--- config.mk ---
export PLATFORM = sky130hd
export DESIGN_NAME = pipe_stage_chain
export DESIGN_NICKNAME = d
export VERILOG_FILES = /design/src/rtl/pipe_stage_chain.sv
export SDC_FILE = /design/constraint.sdc
export NUM_CORES = 1
export LEC_CHECK = 0
export CORE_MARGIN = 1
export CORE_UTILIZATION = 50
export DETAILED_ROUTE_END_ITERATION = 12
export PLACE_DENSITY_LB_ADDON = 0.3
export SKIP_LAST_GASP = 1
export SLEW_MARGIN = 20
export SYNTH_ARGS = -nofsm -noshare
export SYNTH_HDL_FRONTEND = slang
export SYNTH_SLANG_ARGS = --single-unit
--- constraint.sdc ---
create_clock -name clock -period 4.53 [get_ports clock]
set_input_delay 0.453 -clock clock [delete_from_list [all_inputs] [get_ports clock]]
set_output_delay 0.453 -clock clock [all_outputs]
set_load 0.05 [all_outputs]
--- src/rtl/pipe_stage_chain.sv ---
// pipe_stage_chain: parametrised chain of DEPTH pipeline registers, each with
// its own valid bit. Supports per-stage hold and flush, bubble collapse (an
// empty stage always accepts, even while its hold bit is set), output
// backpressure and a registered occupancy count.
// Stage 0 is the youngest stage; stage DEPTH-1 is the oldest and drives out_*.
module pipe_stage_chain #(
  parameter int WIDTH      = 32,
  parameter int DEPTH      = 4,
  parameter bit FLUSH_ZERO = 1'b1
) (
  input  logic                       clock,
  input  logic                       reset,
  input  logic                       in_valid,
  input  logic [WIDTH-1:0]           in_data,
  output logic                       in_ready,
  input  logic [DEPTH-1:0]           hold,
  input  logic [DEPTH-1:0]           flush,
  output logic                       out_valid,
  output logic [WIDTH-1:0]           out_data,
  input  logic                       out_ready,
  output logic [DEPTH-1:0]           stage_valid,
  output logic [$clog2(DEPTH+1)-1:0] occupancy
);

  localparam int OCC_W = $clog2(DEPTH+1);

  // Per-stage state: valid bit and payload, indexed by stage number.
  logic [DEPTH-1:0] vld_p;
  logic [WIDTH-1:0] data_p [DEPTH];

  // Per-stage handshake terms and the valid vector after the coming edge.
  logic [DEPTH-1:0] rdy;
  logic [DEPTH-1:0] leave;
  logic [DEPTH-1:0] load;
  logic [DEPTH-1:0] vld_nxt;
  logic [WIDTH-1:0] src [DEPTH];

  // Number of set bits in a stage-valid vector.
  function automatic logic [OCC_W-1:0] popcount(input logic [DEPTH-1:0] v);
    logic [OCC_W-1:0] cnt;
    cnt = '0;
    for (int i = 0; i < DEPTH; i++) begin
      cnt = cnt + OCC_W'(v[i]);
    end
    return cnt;
  endfunction

  // Ready chain from the oldest stage back, moves, and next valid bits.
  // A running carry is used instead of reading rdy[i+1] so that no vector
  // feeds back on itself combinationally.
  always_comb begin
    logic carry;
    carry   = out_ready;
    rdy     = '0;
    leave   = '0;
    load    = '0;
    vld_nxt = '0;
    for (int i = DEPTH-1; i >= 0; i--) begin
      // For the oldest stage carry is out_ready, so this is the transfer out.
      leave[i] = vld_p[i] & ~hold[i] & carry;
      // An empty stage is ready regardless of its hold bit.
      rdy[i]   = ~vld_p[i] | leave[i];
      carry    = rdy[i];
    end
    // in_ready ignores flush: an accepted item into a flushed stage 0 is dropped.
    load[0] = in_valid & rdy[0];
    for (int i = 1; i < DEPTH; i++) begin
      load[i] = leave[i-1];
    end
    // Flush wins over load, load wins over leave (a full shift keeps v=1).
    for (int i = 0; i < DEPTH; i++) begin
      if (flush[i]) begin
        vld_nxt[i] = 1'b0;
      end else if (load[i]) begin
        vld_nxt[i] = 1'b1;
      end else if (leave[i]) begin
        vld_nxt[i] = 1'b0;
      end else begin
        vld_nxt[i] = vld_p[i];
      end
    end
  end

  // Payload source for each stage: upstream input for stage 0, else the
  // previous stage's current payload.
  always_comb begin
    src[0] = in_data;
    for (int i = 1; i < DEPTH; i++) begin
      src[i] = data_p[i-1];
    end
  end

  // Stage registers, occupancy register; async reset clears everything.
  always_ff @(posedge clock or posedge reset) begin
    if (reset) begin
      vld_p     <= '0;
      occupancy <= '0;
      for (int i = 0; i < DEPTH; i++) begin
        data_p[i] <= '0;
      end
    end else begin
      vld_p     <= vld_nxt;
      occupancy <= popcount(vld_nxt);
      for (int i = 0; i < DEPTH; i++) begin
        if (flush[i]) begin
          // Flushing an empty, non-loading stage leaves its payload alone.
          if (FLUSH_ZERO && (vld_p[i] || load[i])) begin
            data_p[i] <= '0;
          end
        end else if (load[i]) begin
          data_p[i] <= src[i];
        end
      end
    end
  end

  // Output side: a held oldest stage presents nothing downstream.
  assign in_ready    = rdy[0];
  assign out_valid   = vld_p[DEPTH-1] & ~hold[DEPTH-1];
  assign out_data    = data_p[DEPTH-1];
  assign stage_valid = vld_p;

endmodule

==> results.yml <==
# physical design summary
layout:
  largest_reg_flops: 96
  syn2layout_area_growth_pct: 20.5
  lay_top_cells: "dfrtp_1, clkdlybuf4s50_1, a22o_1"
  ff_latch_area_mm2: 0.00338
  clock_buffers: 21
  drive_above_1_share: 0.0852
critical_path:
  path_cells: "clkdlybuf4s50_1 > nand2b_4 > a2111o_1 > nand3_1 > clkdlybuf4s50_1"
  cp_max_fo: 6
  crit_type: "primary input to output port"
  cp_slowest_cell: "clkdlybuf4s50_1"
  max_stage_delay_ns: 0.81
detailed_routing:
  postRouteAntennaNets: 0
  first_iter_violations: 486
  via_per_inst: 6.09
power_and_ir_drop:
  internal-power_mw: 2.45
  powerClk_mw: 1.27
  power_frac_comb: 0.159
  total_power_mw: 3.42
  cellPowerDensity_mw_per_mm2: 458
  power_leader: "sequential cells"
  power.switching_uw: 969
final_timing:
  hold_viol: 0
  fin_crit_sh: 0.645
  setup_ws_ns: 1.61
  max_slew.worst_pin.slew_ns: 0.875
  clock_skew_ns: 0.00741
logic_synthesis:
  synthSimpleGateAreaFrac: 0.0832
  syn_area_mm2: 0.00620
  top_cells_by_area: "dfrtp_1, a22o_1, a221o_1"
  synthArstFlopShare: 1.00
  logic_family: "AND-OR/OR-AND gates"
  yosys_warnings: 0
clocking:
  cts_num_sinks: 135
  htreeDepth: 4
  cts_setup_buffers: 0
  clock_latency_ns: 0.41
die:
  die_area_mm2: 0.0128
  initial_utilization: 0.514
  pin_count: 85
status:
  status: "complete, no violations"
global_route:
  antenna_found_initial: 0
  grtUsageTotal: 0.234
run:
  openroad.warnings: 26
-- worst paths after layout --
| path | endpoint | slack (ns) | cells after the start |
|---|---|---|---|
| min in group asynchronous | data_p[87]$_DFFE_PP0P_ | 0.56 | 2 |
| worst max register to register | occupancy[1]$_DFF_PP0_ | 2.20 | 7 |
| max in group asynchronous | out_data[20]$_DFFE_PP0P_ | 3.03 | 3 |
| worst max-delay path | in_ready | 1.61 | 5 |
| worst min-delay path | out_data[27]$_DFFE_PP0P_ | 0.50 | 1 |
| worst min register to register | out_data[27]$_DFFE_PP0P_ | 0.50 | 1 |
-- per-layer routing --
layer	track usage	up-vias	wire, µm
met5	0	-	0
met4	0.0877	0	166
met3	0.0498	15	811
met2	0.348	170	6400
met1	0.340	2362	6640
li1	-	2189	-
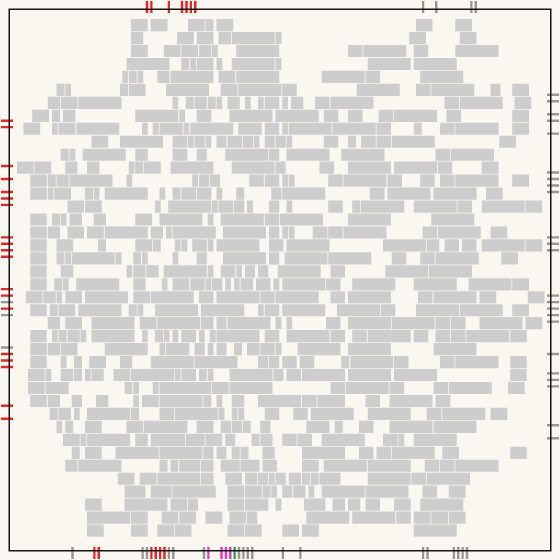
Fig. 1. Ports around the boundary.
Pins as bars across the die edge, other pins in gray.
`out_valid` -> green  # pins 1, direction output, edge bottom
`in_data` -> red  # pins 32, direction input, edge 19 left, 7 top, 6 bottom
`hold` -> magenta  # pins 4, direction input, edge bottom

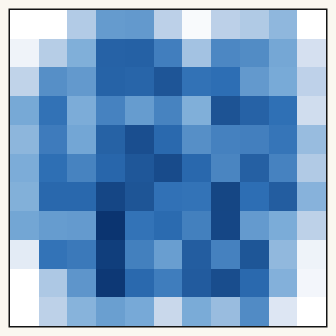
Fig. 2. Placement density heat map.
The die is cut into 11 by 11 equal tiles; white is low, dark blue is high, 0 to 100% covered.
tiles over 75% full = 28%
densest ninth of the die = middle
fullest tile = 98%
nearly empty tiles = 5.0%
mean over tiles = 56%

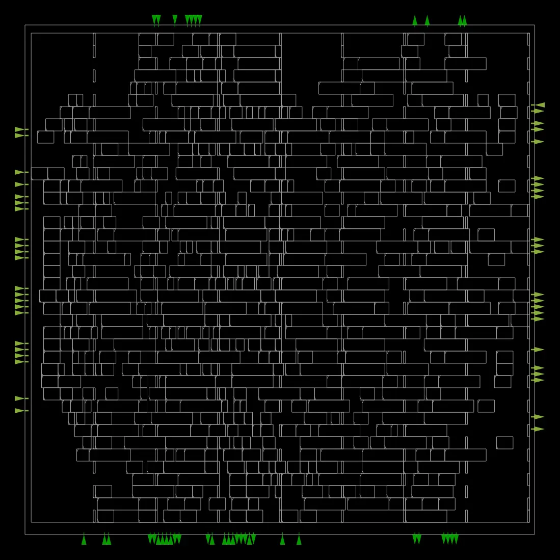
Fig. 3. Placement view.
# Taps: 168
fill count: 948
Post-Route Utilization: 0.619
fraction of area in registers: 0.452

